==> src/rtl/sat_pkg.sv <==
// rtl/sat_pkg.sv - shared value encodings and variable state type for the clause array
//
// Purpose: common constants and types used by the variable and lit cells.
//   VAL_FREE/VAL_TRUE/VAL_FALSE/VAL_CONF : 2-bit variable value encodings
//   var_state_t                          : variable cell state
package sat_pkg;

  localparam logic [1:0] VAL_FREE  = 2'b00;
  localparam logic [1:0] VAL_TRUE  = 2'b01;
  localparam logic [1:0] VAL_FALSE = 2'b10;
  localparam logic [1:0] VAL_CONF  = 2'b11;

  typedef enum logic [1:0] {
    FREE     = 2'd0,
    DECIDED  = 2'd1,
    IMPLIED  = 2'd2,
    CONFLICT = 2'd3
  } var_state_t;

  // True for a definite (true or false) value.
  function automatic logic is_definite(input logic [1:0] v);
    return (v == VAL_TRUE) || (v == VAL_FALSE);
  endfunction

endpackage

==> src/rtl/var_value_merge.sv <==
// rtl/var_value_merge.sv - OR-merge of the lit cells' value/implication words in one column
//
// Purpose: combinational reduction of every lit cell's {val[1:0], imp} word.
// Ports:
//   var_value_i [3*NUM_LIT-1:0] in  : lit k occupies [3k+2:3k] = {val[1:0], imp}
//   m_o         [1:0]           out : bitwise OR of all val fields
//   imp_any_o                   out : OR of all imp bits
module var_value_merge #(
  parameter int NUM_LIT = 8
) (
  input  logic [3*NUM_LIT-1:0] var_value_i,
  output logic [1:0]           m_o,
  output logic                 imp_any_o
);

  always_comb begin
    m_o       = 2'b00;
    imp_any_o = 1'b0;
    for (int k = 0; k < NUM_LIT; k++) begin
      m_o       = m_o | var_value_i[3*k+1 +: 2];
      imp_any_o = imp_any_o | var_value_i[3*k];
    end
  end

endmodule

==> src/rtl/var_cell.sv <==
// rtl/var_cell.sv - variable-side endpoint of the lit-cell interface for one variable column
//
// Purpose: merges implications from the column's lit cells, detects opposite-polarity
// conflicts and holds the variable's value, decision level and implied flag.
// Ports:
//   clk, rst                     : clock, synchronous active-high reset
//   var_value_i [3*NUM_LIT-1:0]  : lit cells' {val[1:0], imp} words
//   var_value_o [2:0]            : registered {value, implied} broadcast to lit cells
//   decide_i, decide_value_i     : decision strobe and decided value
//   cur_level_i                  : level stamped on decide/imply
//   imp_en_i                     : take the merged implications this cycle
//   backtrack_i, bkt_level_i     : backtrack strobe and target level
//   wr_i, value_i, level_i, implied_i : direct load (bin swap-in)
//   level_o, assigned_o, conflict_o   : stored level, DECIDED/IMPLIED, CONFLICT
module var_cell
  import sat_pkg::*;
#(
  parameter int NUM_LIT = 8,
  parameter int LEVEL_W = 8
) (
  input  logic                 clk,
  input  logic                 rst,
  input  logic [3*NUM_LIT-1:0] var_value_i,
  output logic [2:0]           var_value_o,
  input  logic                 decide_i,
  input  logic [1:0]           decide_value_i,
  input  logic [LEVEL_W-1:0]   cur_level_i,
  input  logic                 imp_en_i,
  input  logic                 backtrack_i,
  input  logic [LEVEL_W-1:0]   bkt_level_i,
  input  logic                 wr_i,
  input  logic [1:0]           value_i,
  input  logic [LEVEL_W-1:0]   level_i,
  input  logic                 implied_i,
  output logic [LEVEL_W-1:0]   level_o,
  output logic                 assigned_o,
  output logic                 conflict_o
);

  var_state_t         state_q, state_d;
  logic [1:0]         value_q, value_d;
  logic [LEVEL_W-1:0] level_q, level_d;
  logic               implied_q, implied_d;

  logic [1:0] m;
  logic       imp_any;

  var_value_merge #(
    .NUM_LIT (NUM_LIT)
  ) u_merge (
    .var_value_i (var_value_i),
    .m_o         (m),
    .imp_any_o   (imp_any)
  );

  // One event per cycle, in priority order. A strobe that is asserted but has
  // no effect in the current state still claims the cycle.
  always_comb begin
    state_d   = state_q;
    value_d   = value_q;
    level_d   = level_q;
    implied_d = implied_q;

    if (wr_i) begin
      if (is_definite(value_i)) begin
        state_d   = implied_i ? IMPLIED : DECIDED;
        value_d   = value_i;
        level_d   = level_i;
        implied_d = implied_i;
      end else begin
        // Free or illegal conflict load: enter FREE with all fields cleared.
        state_d   = FREE;
        value_d   = VAL_FREE;
        level_d   = '0;
        implied_d = 1'b0;
      end
    end else if (backtrack_i) begin
      if ((state_q == CONFLICT) ||
          ((state_q != FREE) && (level_q > bkt_level_i))) begin
        state_d   = FREE;
        value_d   = VAL_FREE;
        level_d   = '0;
        implied_d = 1'b0;
      end
    end else if (decide_i) begin
      if ((state_q == FREE) && is_definite(decide_value_i)) begin
        state_d   = DECIDED;
        value_d   = decide_value_i;
        level_d   = cur_level_i;
        implied_d = 1'b0;
      end
    end else if (imp_en_i && imp_any) begin
      case (state_q)
        FREE: begin
          if (m == VAL_CONF) begin
            state_d   = CONFLICT;
            value_d   = VAL_CONF;
            level_d   = cur_level_i;
            implied_d = 1'b1;
          end else if (m != VAL_FREE) begin
            state_d   = IMPLIED;
            value_d   = m;
            level_d   = cur_level_i;
            implied_d = 1'b1;
          end
        end
        DECIDED, IMPLIED: begin
          // An implication of the opposite polarity to the held value.
          if ((m & ~value_q) != 2'b00) begin
            state_d = CONFLICT;
            value_d = VAL_CONF;
          end
        end
        default: ;
      endcase
    end
  end

  always_ff @(posedge clk) begin
    if (rst) begin
      state_q   <= FREE;
      value_q   <= VAL_FREE;
      level_q   <= '0;
      implied_q <= 1'b0;
    end else begin
      state_q   <= state_d;
      value_q   <= value_d;
      level_q   <= level_d;
      implied_q <= implied_d;
    end
  end

  // Outputs decode registers only, so var_value_i never reaches var_value_o
  // combinationally.
  assign var_value_o = {value_q, implied_q};
  assign level_o     = level_q;
  assign assigned_o  = (state_q == DECIDED) || (state_q == IMPLIED);
  assign conflict_o  = (state_q == CONFLICT);

endmodule

==> config.mk <==
export PLATFORM = sky130hd
export DESIGN_NAME = var_cell
export DESIGN_NICKNAME = d
export VERILOG_FILES = /design/src/rtl/sat_pkg.sv /design/src/rtl/var_value_merge.sv /design/src/rtl/var_cell.sv
export SDC_FILE = /design/constraint.sdc
export NUM_CORES = 1
export LEC_CHECK = 0
export ABC_AREA = 1
export CAP_MARGIN = 30
export CORE_MARGIN = 2
export CORE_UTILIZATION = 39
export DETAILED_ROUTE_END_ITERATION = 10
export PLACE_DENSITY = 0.8
export SKIP_LAST_GASP = 1
export SLEW_MARGIN = 10
export SYNTH_ARGS = -nofsm -noshare
export SYNTH_HDL_FRONTEND = slang
export SYNTH_SLANG_ARGS = --single-unit
==> constraint.sdc <==
create_clock -name clk -period 2.3 [get_ports clk]
set_clock_uncertainty 0.05 [all_clocks]
set_input_delay 0.23 -clock clk [delete_from_list [all_inputs] [get_ports clk]]
set_output_delay 0.23 -clock clk [all_outputs]
set_load 0.1 [all_outputs]
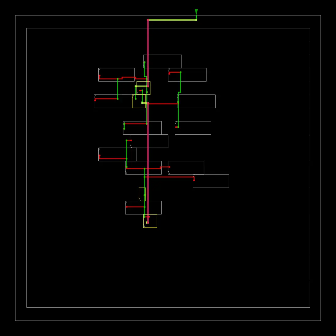
Run 1: clock wiring as the flow saved it
Inserted Clock Buffers: 3
clk latency late pin: 280 ps
clock buffer count: 4
registers: 13

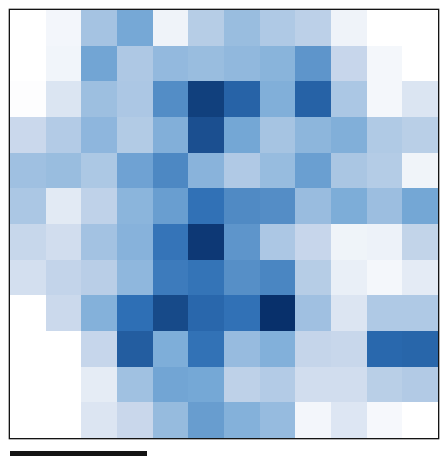
Run 1: wire density map
Scale bar: 20 um. The die is cut into 12 by 12 equal tiles; white is low, dark blue is high, scaled to the fullest tile. Values are wire area over tile area, all layers added.
The fullest tile reaches 0.35. 9.7% of the tiles are nearly empty. The mean over all tiles is 0.13. 25% of the tiles are over half the peak. The emptiest ninth of the die: bottom left.

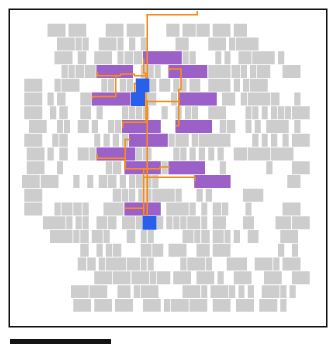
Run 1: clock wires, drivers and flops
Scale bar: 20 um.
Blue is cells driving clock nets, count 3. Purple is flip-flops, count 13. Orange is clock wires, length 166 um.
There are 4 routed clock nets.

==> CHANGELOG.md, run 1 <==
## Flow update

* Layout Area Growth over Synthesis at 54.41%
* Antenna viol nets, final at 0
* CTS resizes at 0
* GRT Total Usage at 17.42%
* Ports at 72
* Synth Net Count at 294
* Switching Share at 46.85%
* Synth warn at 0
* Top-area cell share at 19.51%
* Routed len/inst at 9.282 um
* Max-Cap Viols at 0
* Cts hold-fix bufs at 0
* Die span in y at 62.48 um
* Synth Seq Share at 19.51%
* Logic family by area: simple AND/OR/NAND/NOR gates
* VDD IR max at 188.1 uV
* Clk slew on worst S/H paths at 80 ps
* Port Buffers at 71
* CTS max path bufs at 2
* CP most frequent cell: nand2_1
* Post-synth ARST share at 0%
* Die extent in x at 62.48 um
* Basic Gates by Area at 43.71%
* Drc violations at 0
* Chip area at 3904 sq um
* Initial DRC Count at 32
* Most common reg cell: dfxtp_1
* Critical Path, Cell by Cell: clkdlybuf4s50_1 -> inv_1 -> ha_1 -> nand2_1 -> nor2_1 -> nand2_1 -> nand2_1 -> nand2_1 -> nand2_1 -> nand3_4 -> o21ai_1 -> nor2_1
* Final Hold Fails at 0
* Core Util at FP at 40.29%
* Worst Tran Pin Value at 338.8 ps
* Combinational Power Share at 57.4%
* Synth area leader: dfxtp_1
* Cycle use final at 82.91%
* HPWL Detailed at 2770 um
* Vias post-DR at 1483
* Status: finished, final reports clean
* XOR-XNOR Cells, Area Fraction at 0%
* Crit start category: primary input
* Synth unique cells at 30
* Complex Gates by Area at 9.568%
* Max Fclk at 524.4 MHz
* Pre-antenna DRT Iters at 4
* Post-synth top cells: nand2_1, nor2_1, inv_1
* Slew margin rel. at 77.24%
* ANT cells at 0
* Top-count cell post-synth: nand2_1
* Slowest CP cell: clkdlybuf4s50_1
* Maximum fanout along the worst path at 18
* Slowest Stage Delay on Critical Path at 450 ps
* RSZ-0062 raised after global routing: false
* Final tally of setup violations at 0
* Post-Route WL at 3156 um
* Setup bufs post-CTS at 0
* Vias per cell at 4.362
* WS Path Type: in2reg
* Cell area after synthesis at 1334 sq um
* Layout cell share with drive strength beyond 1 at 14.97%
* First-pass GRT wire length at 5768 um
* GP Congestion at 0.8003
* Gate Count Post-Synth at 223
* Crit path DRT at 2420 ps
* Design area at 2059 sq um
* Top delay family on crit path: simple AND/OR/NAND/NOR gates
* Core area at 3311 sq um
* Crit path DAT at 2030 ps
* Setup TNS at 0 ps
## run 1: sequential cells by signal, indices dropped and copies added (netlist names)
name / count
implied_q: 1
level_o: 8
state_q: 2
value_q: 2
## run 1: metrics by stage
stage / std cells / power (mW) / hold slack [ps] / setup WS, ps / utilization (%)
after floorplan: 223 / 0.6839 / 354.0 / 21.88 / -
after global placement: 336 / 0.8481 / 446.3 / 145.7 / 61.41
after detailed placement: 336 / 0.8521 / 455.3 / 90.40 / 61.41
after CTS: 340 / 0.9912 / 466.3 / 373.6 / 62.21
after global routing: 340 / 1.055 / 483.8 / 139.1 / 62.21
final: 340 / 0.9860 / 462.0 / 393.1 / 62.21
## run 1: worst min-delay path: stages, from the launching register on
cell and delay [ps]:
dfxtp_1 330, nor2_1 100, nor2_1 50
## run 1: cells in the final DEF, fill, tap and decap left out, drive strengths merged
cell type / instances
clkbuf: 4
a21boi: 2
clkdlybuf4s50: 58
nor3: 1
dfxtp: 13
a21oi: 5
nand2: 58
nand4: 3
o22ai: 1
nand3: 10
ha: 12
nand3b: 2
nor2: 52
o21ai: 14
a21o: 1
buf: 13
or2: 1
inv: 44
## run 1: cell type report
type,count,area (sq um)
tap,46,57.56
fill,338,1251
multi-input combinational,162,860.8
sequential,13,269.0
timing repair buffer,71,678.2
clock buffer,4,26.28
inverter,44,167.7
## run 1: path summary, 6_finish.rpt
check                                              from                      end  slack [ps]  cells past startpoint
worst max-delay path                     bkt_level_i[7]  state_q[1]$_SDFFE_PP0P_         390                     12
worst min-delay path            value_q[1]$_SDFFE_PP0P_  value_q[1]$_SDFFE_PP0P_         460                      2
worst max register to register  level_o[7]$_SDFFE_PP0P_  state_q[1]$_SDFFE_PP0P_         480                     10
worst min register to register  value_q[1]$_SDFFE_PP0P_  value_q[1]$_SDFFE_PP0P_         460                      2
## run 1: routing by layer
layer | part of all wire (%) | GRT usage (%)
met3 | 3.8 | 2.162
met5 | 0 | 0
met2 | 47 | 30.91
met4 | 1.2 | 5.278
met1 | 48 | 21.90
## run 1: cell families (layout without fill, tap and decap cells)
kind of cell               count (synthesis)  after routing
adders and majority gates                 12             12
AOI/OAI and AO/OA                         23             23
and+or+nand+nor                          127            127
buffers and inverters                     48            119
DFF                                       13             13
## run 1: power by group through the flow
stage | clock [mW] | sequential [mW] | combinational (mW)
floorplan | 0 | 0.427 | 0.257
detailed placement | 0 | 0.284 | 0.568
global placement | 0 | 0.283 | 0.565
CTS | 0.142 | 0.279 | 0.570
global route | 0.151 | 0.282 | 0.622
finish | 0.142 | 0.278 | 0.566
Run 1, M3 wires:
Cells faint in the background.
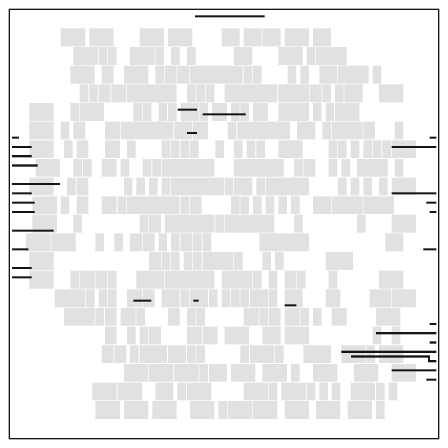

==> run 2, diff against run 1 <==
--- a/config.mk
+++ b/config.mk
@@ -8,9 +8,9 @@
 export ABC_AREA = 1
 export CAP_MARGIN = 30
 export CORE_MARGIN = 2
-export CORE_UTILIZATION = 39
+export CORE_UTILIZATION = 35
 export DETAILED_ROUTE_END_ITERATION = 10
-export PLACE_DENSITY = 0.8
+export PLACE_DENSITY = 0.76
 export SKIP_LAST_GASP = 1
 export SLEW_MARGIN = 10
 export SYNTH_ARGS = -nofsm -noshare
==> constraint.sdc (replaced) <==
create_clock -name clk -period 1.7 [get_ports clk]
set_clock_uncertainty 0.05 [all_clocks]
set_input_delay 0.17 -clock clk [delete_from_list [all_inputs] [get_ports clk]]
set_output_delay 0.17 -clock clk [all_outputs]
set_load 0.1 [all_outputs]
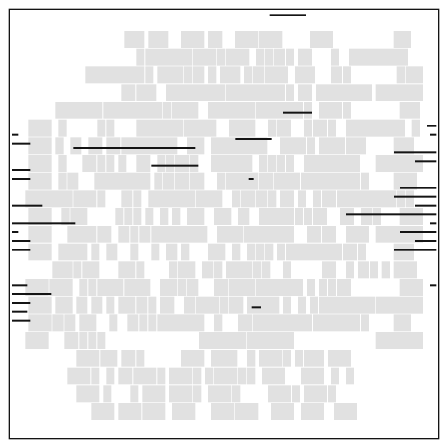
Run 2: M3 wires
Cells faint in the background.
The wires run mostly horizontal. 32 nets have wire on it. The longest straight run is 18.4 um.

==> run 2 against run 1 <==
Effect of this change:
- global-route usage up 1.4 points
- sequential cell count did not move
- routed wire length grew 25%
- power increased by 76%
- largest cell class unchanged
- via count grew 7.3%
- synthesized area did not move
- critical path type is now reg2reg
- highest routed layer unchanged
- sequential share of layout area shrank 1.8 points
- synthesized cell count did not move
==> CHANGELOG.md, run 2 <==
## Flow update

* Reg2reg start: level_o[7]$_SDFFE_PP0P_
* Flip-flops with a built-in enable at 0
* Flop pwr share at 23.0%
* Post-synth ARST share at 0% (unchanged)
* Fin. max-slew vios at 0
* Total power at 1.733 mW (+76%)
* Final Hold Fails at 0 (unchanged)
* WL met3 at 139 um (+16%)
* Critical Path, Cell by Cell: ha_4 -> nand2_4 -> nor2_1 -> nor2_2 -> nand2_1 -> nand2_2 -> nand2_4 -> nand3_4 -> buf_6 -> nand2_2 -> nand2_1 -> nor2_1
* Vias post-DR at 1592 (+7.3%)
* Yosys Chip Area at 1334 sq um
* Port Buffers at 71 (unchanged)
* Pwr Density at 669.9 nW/um^2
* Worst Tran Pin Value at 278.3 ps (-60.45 ps)
* Int Power at 984.3 uW
* RSZ-0062 raised after global routing: true
* Dpl ws at -382.0 ps (-472.4 ps)
* ANT cells at 0 (unchanged)
* Die extent in x at 65.73 um (+5.2%)
* Seq cells post-synth at 13
* Synth area leader: dfxtp_1
* Top-area cell share at 19.51% (unchanged)
* CTS tree: yes
* Crit. End Element: flip-flop
* Max FFs per register at 8 (unchanged)
* Crit path time final at 1698 ps
* Max Fclk at 589.0 MHz
* Crit path DAT at 1830 ps (-200 ps)
* Final core utilization at 70.68% (+8.5 points)
* Core Util at FP at 36.43% (-3.9 points)
* Design area at 2587 sq um (+26%)
* WS Path Type: reg2reg
* Hold Path Class: reg2reg
* Cell area after synthesis at 1334 sq um (unchanged)
* Largest net degree at the start of global routing at 11
* Clk pwr share at 16.5%
* Synthesized area per cell at 5.981 sq um
* Vias per cell at 4.459 (+2.2%)
* Layout cell share with drive strength beyond 1 at 33.98% (+19 points)
* Switching Share at 43.22% (-3.6 points)
* Cycle use final at 99.88%
* Clk slew on worst S/H paths at 60 ps (-20 ps)
* Met2 WL at 2080 um (+41%)
* Synth unique cells at 30 (unchanged)
* # Cells Yosys at 223
* Total leakage power at 1.197 nW
* Synth Seq Share at 19.51% (unchanged)
* GRT overflow at 0
* Combinational Power Share at 60.5% (+3.1 points)
* First-pass GRT wire length at 6368 um (+10%)
* Cell Rows at 22
* Chip area at 4320 sq um (+11%)
* Most common reg cell: dfxtp_1
* Met1 WL at 1677 um (+11%)
* FILL cells at 301 (-11%)
* Cts hold-fix bufs at 0 (unchanged)
* Synth Net Count at 294 (unchanged)
* Top-count cell post-synth: nand2_1
* Drc violations at 0 (unchanged)
* Clk latency late pin at 250 ps (-30 ps)
* Layout Area Growth over Synthesis at 94.00%
* Initial antenna violation count at 0
* Setup crit start: level_o[7]$_SDFFE_PP0P_
* GRT Total Usage at 18.83% (+1.4 points)
* Crit path DRT at 1830 ps (-590 ps)
* Routed len/inst at 11.03 um (+19%)
* Maximum fanout along the worst path at 6 (-12)
* Hold Startpoint: state_q[0]$_SDFFE_PP0P_
* Slew margin rel. at 81.25% (+4.0 points)
* Pre-antenna DRT Iters at 4 (unchanged)
* Antenna viol nets, final at 0 (unchanged)
* Inserted Clock Buffers at 3 (unchanged)
* Synth warn at 0 (unchanged)
* # nets final at 381
* Crit start category: flip-flop
* Final worst setup slack at 2.101 ps (-391.0 ps)
* Die span in y at 65.73 um (+5.2%)
* Total clock sinks at 13
* VDD IR max at 446.3 uV (+140%)
* Htree depth at 1
* Top cell excl fill/tap: clkdlybuf4s50_1
* Max-Cap Viols at 0 (unchanged)
* Sw Pwr at 749.2 uW
* Core area at 3661 sq um (+11%)
* Max layer used: met4
* Ports at 72 (unchanged)
* HPWL Detailed at 3178 um (+15%)
* OpenROAD warnings at 30
* Status: finished, final reports clean
* Gate Count Post-Synth at 223 (unchanged)
* Top area cells in the synthesized netlist: dfxtp_1, nand2_1, nor2_1
* Most common logic cells in the final layout: clkdlybuf4s50_1, nand2_1, nor2_1
* Post-Route WL at 3936 um (+25%)
* GP Congestion at 0.7961 (-0.52%)
* Post-synth top cells: nand2_1, nor2_1, inv_1
* Vias in the first global route at 1522
* Slowest Stage Delay on Critical Path at 360 ps (-90 ps)
* Slowest CP cell: dfxtp_4
* CTS max path bufs at 2 (unchanged)
* Clock root cell: clkbuf_8
* DP Area at 2437 sq um
* Final tally of setup violations at 0 (unchanged)
* Initial DRC Count at 39 (+22%)
==> run 2: cell count changes in the layout (fill, tap and decap cells not counted), moves of 7 or more <==
cell             before  now
nand2_1              53   39
buf_12                0   13
nand2_2               4   15
ha_1                 12    2
inv_1                41   31
ha_4                  0    9
inv_2                 2   11
dfxtp_4               0    8
clkdlybuf4s50_1      58   51
dlygate4sd2_1         0    7
==> run 2: worst paths after layout <==
kind                                                 to  slack (ps)  cells after the start
worst max-delay path            level_o[7]$_SDFFE_PP0P_           2                     12
worst max register to register  level_o[7]$_SDFFE_PP0P_           2                     12
worst min-delay path            state_q[0]$_SDFFE_PP0P_         450                      2
worst min register to register  state_q[0]$_SDFFE_PP0P_         450                      2
==> run 2: what timing repair did <==
action | in CTS | in global routing
setup endpoints to repair | 13 | 13
pin swaps | 10 | 21
gates resized | 23 | 22
setup buffers | 0 | 4
==> run 2: power groups by stage <==
stage / sequential (mW) / clock (mW) / combinational (mW)
3_5_place_dp: 0.409 / 0 / 0.964
4_1_cts: 0.403 / 0.286 / 0.986
6_report: 0.399 / 0.286 / 1.05
5_1_grt: 0.404 / 0.300 / 1.12
2_1_floorplan: 0.589 / 0 / 0.402
3_3_place_gp: 0.406 / 0 / 0.950
==> run 2: kinds of logic after synthesis <==
family,after synthesis,share of synthesized area (%)
compound gates,23,9.569
fa+ha+maj,12,11.26
buf+inv,48,15.95
flops,13,19.51
simple gates,127,43.71
==> run 2: worst max-delay path: cells and delay by family (launching register included) <==
kind / cells / cell delay [ps]
AND/OR/NAND/NOR: 10 / 790
flip-flops: 1 / 360
adder cells (fa/ha/maj): 1 / 280
buffers and inverters: 1 / 150
==> run 2: final cells by class <==
type | instances | area [sq um] | area share [%]
Sequential cell | 13 | 291.5 | 11.27
Timing Repair Buffer | 86 | 955.9 | 36.94
Tap cell | 48 | 60.06 | 2.321
Clock buffer | 4 | 45.04 | 1.741
Multi-Input combinational cell | 162 | 1065 | 41.15
Inverter | 44 | 170.2 | 6.576
==> run 2: per-stage QoR <==
step / cells / TNS (ps) / hold WS (ps)
final: 357 / 0 / 450.3
after global routing: 357 / -756.8 / 479.1
after CTS: 353 / 0 / 463.1
after detailed placement: 349 / -4668 / 459.3
after global placement: 349 / -4159 / 449.2
after floorplan: 223 / -381.7 / 294.0
==> run 2: metal layers <==
metal	GRT usage, %	vias up
met5	0	-
met4	7.292	0
met3	2.911	4
met2	33.21	37
met1	22.68	700
li1	-	851
Power is estimated from default activity; no workload was simulated.
